Figure 1. The clock network.
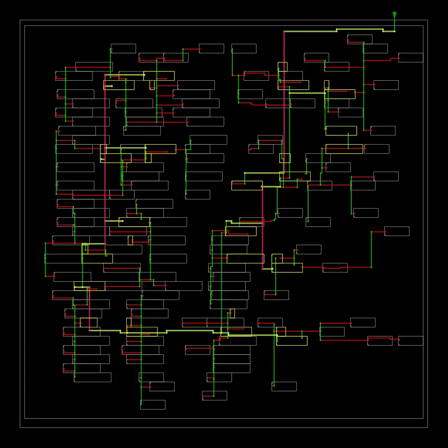
Figure 2. Metal 2.
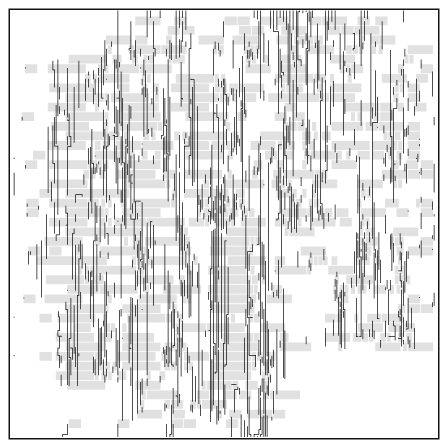
Figure 3. Sizing map.
The bar under the picture is 20 um long.
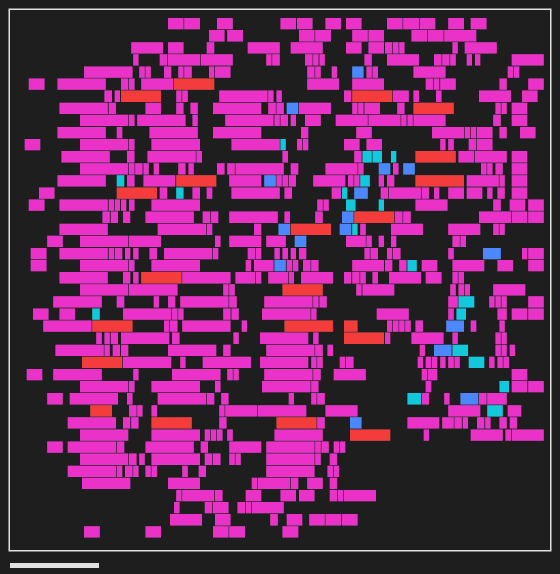
Figure 4. Routed metal, one colour a layer.
Only two layers are drawn.
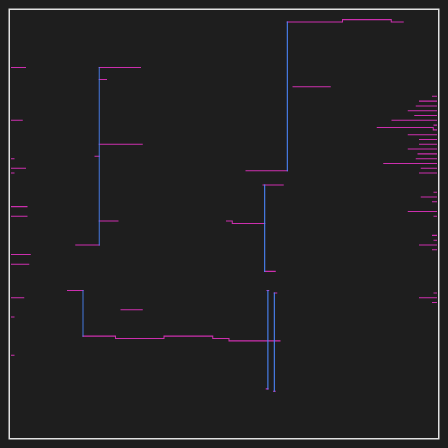
Figure 5. M4 wires.
The bar under the picture is 20 um long.
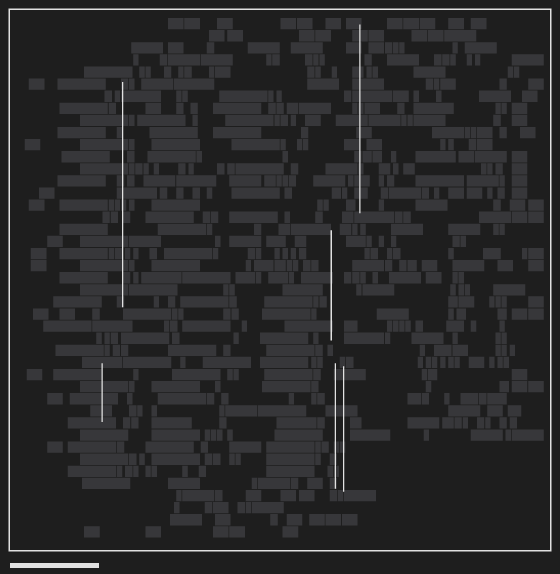
--- src/rtl/alu_cmd_ctrl_if.sv ---
// Command and response channels between upstream logic and alu_cmd_ctrl.
// Both channels are valid/ready: a transfer happens on a rising edge where valid && ready; once valid is high the payload holds until that transfer.
interface alu_cmd_ctrl_if #(
  parameter int W = 8
);
  logic           cmd_valid;
  logic           cmd_ready;
  logic [W-1:0]   cmd_a;
  logic [W-1:0]   cmd_b;
  logic [1:0]     cmd_op;
  logic           rsp_valid;
  logic           rsp_ready;
  logic [2*W-1:0] rsp_result;
  logic           rsp_error;
  logic [1:0]     rsp_op;

  modport master (
    output cmd_valid, cmd_a, cmd_b, cmd_op, rsp_ready,
    input  cmd_ready, rsp_valid, rsp_result, rsp_error, rsp_op
  );

  modport slave (
    input  cmd_valid, cmd_a, cmd_b, cmd_op, rsp_ready,
    output cmd_ready, rsp_valid, rsp_result, rsp_error, rsp_op
  );
endinterface

--- src/rtl/alu_cmd_ctrl.sv ---
// Queues ALU commands in a small FIFO, issues them one at a time to a combinational ALU,
// and returns registered results in command order with a saturating error count.
module alu_cmd_ctrl #(
  parameter int DEPTH = 4,
  parameter int W     = 8
) (
  input  logic             clk,
  input  logic             rst,
  alu_cmd_ctrl_if.slave    bus,
  output logic [W-1:0]     alu_a,
  output logic [W-1:0]     alu_b,
  output logic [1:0]       alu_op,
  input  logic [2*W-1:0]   alu_result,
  input  logic             alu_error,
  output logic [7:0]       err_count,
  output logic             busy,
  output logic [1:0]       dbg_state
);
  localparam int AW = $clog2(DEPTH);

  typedef enum logic [1:0] {
    IDLE  = 2'd0,
    DRIVE = 2'd1,
    RESP  = 2'd2
  } state_t;

  state_t state, state_nxt;

  logic [2*W+1:0] mem [DEPTH];
  logic [AW-1:0]  wr_ptr, rd_ptr;
  logic [AW:0]    count;
  logic           full, empty, push, load, capture;
  logic [2*W+1:0] head;

  // full comes straight from the registered occupancy, so a same-cycle pop never frees a slot early
  assign full          = (count == (AW+1)'(DEPTH));
  assign empty         = (count == '0);
  assign bus.cmd_ready = !full;
  assign push          = bus.cmd_valid && !full;
  assign head          = mem[rd_ptr];
  assign busy          = (state != IDLE) || !empty;
  assign dbg_state     = state;

  always_ff @(posedge clk) begin
    if (push) mem[wr_ptr] <= {bus.cmd_op, bus.cmd_b, bus.cmd_a};
  end

  always_ff @(posedge clk) begin
    if (rst) begin
      wr_ptr <= '0;
      rd_ptr <= '0;
      count  <= '0;
    end else begin
      if (push) wr_ptr <= wr_ptr + 1'b1;
      if (load) rd_ptr <= rd_ptr + 1'b1;
      case ({push, load})
        2'b10:   count <= count + 1'b1;
        2'b01:   count <= count - 1'b1;
        default: count <= count;
      endcase
    end
  end

  always_ff @(posedge clk) begin
    if (rst) state <= IDLE;
    else     state <= state_nxt;
  end

  always_comb begin
    state_nxt = state;
    load      = 1'b0;
    capture   = 1'b0;
    case (state)
      IDLE: begin
        if (!empty) begin
          load      = 1'b1;
          state_nxt = DRIVE;
        end
      end
      DRIVE: begin
        capture   = 1'b1;
        state_nxt = RESP;
      end
      RESP: begin
        if (bus.rsp_ready) begin
          if (!empty) begin
            load      = 1'b1;
            state_nxt = DRIVE;
          end else begin
            state_nxt = IDLE;
          end
        end
      end
      default: state_nxt = IDLE;
    endcase
  end

  // ALU operands are only rewritten on a load; the response fields only on capture
  always_ff @(posedge clk) begin
    if (rst) begin
      alu_a          <= '0;
      alu_b          <= '0;
      alu_op         <= '0;
      bus.rsp_valid  <= 1'b0;
      bus.rsp_result <= '0;
      bus.rsp_error  <= 1'b0;
      bus.rsp_op     <= '0;
      err_count      <= '0;
    end else begin
      if (load) begin
        alu_a      <= head[W-1:0];
        alu_b      <= head[2*W-1:W];
        alu_op     <= head[2*W+1:2*W];
        bus.rsp_op <= head[2*W+1:2*W];
      end
      if (capture) begin
        bus.rsp_valid  <= 1'b1;
        bus.rsp_result <= alu_result;
        bus.rsp_error  <= alu_error;
        if (alu_error && (err_count != 8'hFF)) err_count <= err_count + 8'd1;
      end else if ((state == RESP) && bus.rsp_ready) begin
        bus.rsp_valid <= 1'b0;
      end
    end
  end
endmodule

--- src/flat_wrapper.sv ---
// flat-port wrapper written by rule: the top's interface ports become plain ports
module alu_cmd_ctrl_flat 
#(
  parameter int DEPTH = 4,
  parameter int W     = 8
)
  (clk, rst, alu_a, alu_b, alu_op, alu_result, alu_error, err_count, busy, dbg_state, bus_cmd_valid, bus_cmd_a, bus_cmd_b, bus_cmd_op, bus_rsp_ready, bus_cmd_ready, bus_rsp_valid, bus_rsp_result, bus_rsp_error, bus_rsp_op);
  alu_cmd_ctrl_if #(.W(W)) bus_i ();
  input  logic clk;
  input  logic rst;
  output logic [W-1:0] alu_a;
  output logic [W-1:0] alu_b;
  output logic [1:0] alu_op;
  input  logic [2*W-1:0] alu_result;
  input  logic alu_error;
  output logic [7:0] err_count;
  output logic busy;
  output logic [1:0] dbg_state;
  input wire logic [$bits(bus_i.cmd_valid)-1:0] bus_cmd_valid;
  input wire logic [$bits(bus_i.cmd_a)-1:0] bus_cmd_a;
  input wire logic [$bits(bus_i.cmd_b)-1:0] bus_cmd_b;
  input wire logic [$bits(bus_i.cmd_op)-1:0] bus_cmd_op;
  input wire logic [$bits(bus_i.rsp_ready)-1:0] bus_rsp_ready;
  output wire logic [$bits(bus_i.cmd_ready)-1:0] bus_cmd_ready;
  output wire logic [$bits(bus_i.rsp_valid)-1:0] bus_rsp_valid;
  output wire logic [$bits(bus_i.rsp_result)-1:0] bus_rsp_result;
  output wire logic [$bits(bus_i.rsp_error)-1:0] bus_rsp_error;
  output wire logic [$bits(bus_i.rsp_op)-1:0] bus_rsp_op;
  assign bus_i.cmd_valid = bus_cmd_valid;
  assign bus_i.cmd_a = bus_cmd_a;
  assign bus_i.cmd_b = bus_cmd_b;
  assign bus_i.cmd_op = bus_cmd_op;
  assign bus_i.rsp_ready = bus_rsp_ready;
  assign bus_cmd_ready = bus_i.cmd_ready;
  assign bus_rsp_valid = bus_i.rsp_valid;
  assign bus_rsp_result = bus_i.rsp_result;
  assign bus_rsp_error = bus_i.rsp_error;
  assign bus_rsp_op = bus_i.rsp_op;
  alu_cmd_ctrl #(.DEPTH(DEPTH), .W(W)) u_core (.clk(clk), .rst(rst), .bus(bus_i), .alu_a(alu_a), .alu_b(alu_b), .alu_op(alu_op), .alu_result(alu_result), .alu_error(alu_error), .err_count(err_count), .busy(busy), .dbg_state(dbg_state));
endmodule
--- config.mk ---
export PLATFORM = sky130hd
export DESIGN_NAME = alu_cmd_ctrl_flat
export DESIGN_NICKNAME = d
export VERILOG_FILES = /design/src/rtl/alu_cmd_ctrl_if.sv /design/src/rtl/alu_cmd_ctrl.sv /design/src/flat_wrapper.sv
export SDC_FILE = /design/constraint.sdc
export NUM_CORES = 1
export LEC_CHECK = 0
export ABC_AREA = 1
export CAP_MARGIN = 5
export CELL_PAD_IN_SITES_DETAIL_PLACEMENT = 0
export CELL_PAD_IN_SITES_GLOBAL_PLACEMENT = 2
export CORE_MARGIN = 1
export CORE_UTILIZATION = 35
export CTS_CLUSTER_DIAMETER = 200
export CTS_CLUSTER_SIZE = 25
export DETAILED_ROUTE_END_ITERATION = 16
export PLACE_DENSITY = 0.84
export RECOVER_POWER = 25
export SYNTH_ARGS = -nofsm -noshare
export SYNTH_HDL_FRONTEND = slang
export SYNTH_SLANG_ARGS = --single-unit
--- constraint.sdc ---
create_clock -name clk -period 2.9 [get_ports clk]
set_clock_uncertainty 0.1 [all_clocks]
set_input_delay 0.58 -clock clk [delete_from_list [all_inputs] [get_ports clk]]
set_output_delay 0.58 -clock clk [all_outputs]
set_load 0.01 [all_outputs]
==> out/results.ini <==
[setup_path]
critical_path_class=register to output pin
path_max_fanout=3
max_stage_delay_ps=550
cp-end-kind=output pin
startpoint=u_core.count[0]
endpoint=busy
worstSetupStartpointType=register
r2r_end=u_core.count[2]
reg2reg_slack_ps=970
crit_required_ps=2220
cp_top_family=buffers and inverters
r2r_cells=11
rr_startpoint=u_core.count[0]
cpMaxStageDelayCell=clkdlybuf4s50_1
crit_chain=inv_1 > nand3_1 > inv_1 > nand3_1 > clkdlybuf4s50_1

[flow_run]
maxCapViolations=0
warnings=29

[min_path]
min_from=u_core.bus.rsp_valid
holdPathEnd=u_core.bus.rsp_valid

[cells_and_area]
layout.nonclk_buf_frac=0.1449
nNetsFinal=627
nNonClkInverters=30
drive_gt1_frac=0.09596
lay_top_count=nor2_1
fin_cells=774
regArea_sq_um=3223
comb_area_share=0.2249
antennaDiodeCount=0
fill_cells=1317
largest-register=u_core.mem
largestClassByArea=registers
logic_area_sq_um=1473
largest_reg_flops=72
area_growth_pct=31.25
clockNetworkAreaShare=0.08638

[clocking]
cts_tree=built
post_cts_resized=0
clockRootBuffer=clkbuf_16
cts_hold_buffers=0
post_cts_buffers=0
cts_buffer_depth=2
cts_htree_levels=4
cts.reportedPaths.clkPinSlew_ps=50

[place]
place_inst=742
gp_congestion=0.7112
place.port_buffers=88
dpl.hpwl_mm=6.717
placed_area_sq_um=5982

[synthesis]
common_cells=nor2_1 (139), edfxtp_1 (72), o21ai_0 (67)
numSynthFlops=125
ys_sh_simple=0.1653
avgSynthCellArea_sq_um=10.16
top_cell=nor2_1
ff_type=edfxtp_1
synth.largest_area_cell=edfxtp_1
mux_area_frac=0
ys_sh_aoi=0.1091
synth.top_cells.by_area=edfxtp_1 (43%), dfxtp_1 (21%), nor2_1 (10%)
syn_area_sq_um=4989
fa_ha_area_frac=0.01906
synth-xor-area-share=0.001756
synth_top_area_share=0.4334
yosys_warnings=0
synthesis.nets=537
ys_seq_frac=0.6461
topCombFamilyByArea=simple AND/OR/NAND/NOR gates
synth.distinct_cells=29

[power]
powerComb_mw=1.88
power.internal_mw=4.269
p_sw_mw=1.974
power-top-group=registers
p_comb_frac=0.301
clkPwrFrac=0.320
power_leakage_nw=2.395
swShare=0.3162

[floorplanning]
fp_util=0.3594
core_area_sq_um=13880
num_rows=43
die-width_um=121.4
chip_area_sq_um=14730
chipHeight_um=121.4
tapcell.inserted=180

[sta]
rsz0062_at_grt=no
maxSlewViolCount=0
report.final.hold_viol_count=0
layout_min_cycle_time_ps=2347
setup_viol=0
maxSlewHeadroom=0.6014
final.setup.tns_ps=0
holdWs_ps=358.3
worst_pin_slew_ps=597.1
fin_crit_sh=0.8093

[grt]
met3_usage=0.04887
busiest_layer=met2
grt_pass1_vias=3589
grt_max_degree=39
met1_usage=0.1828
antenna_found_initial=0
grt_overflow=0
grt_pass1_wl_mm=17.57

[drt]
dr.pass1.iters=4
wl_met1_mm=4.764
antenna_left=0
drcViolationCount=0
viasPerCell=4.659

[run_status]
outcome=finished clean

Notes on Figure 1 above:
seq_cells: 125
clock buf count: 19
clk sinks: 125
TritonCTS Buffers: 17
clk pwr: 2.00 mW

Notes on Figure 2 above:
share of all routed wire	51%
nets with wire on the layer	479
longest straight run	57.1 um
main direction	vertical
DR vias: 3606
met2 Usage GRT: 0.2717
Routed WL: 10.78 mm

Notes on Figure 3 above:
size	colour	cells
drive 2	cyan	20
drive 3 to 4	blue	16
drive 6 and up	red	21
drive 1 or less	magenta	537
Setup WS post-layout: 553.0 ps
Plain + repair buffers: 97
cell area after layout: 6548 sq um

Notes on Figure 4 above:
layer	colour	wire length
met3	magenta	369 um
met4	blue	186 um
routed len/inst: 13.92 um
total global-route track usage: 0.1590

Notes on Figure 5 above:
nets with wire on the layer	4
longest straight run	50.3 um

Power and IR drop assume default switching activity.
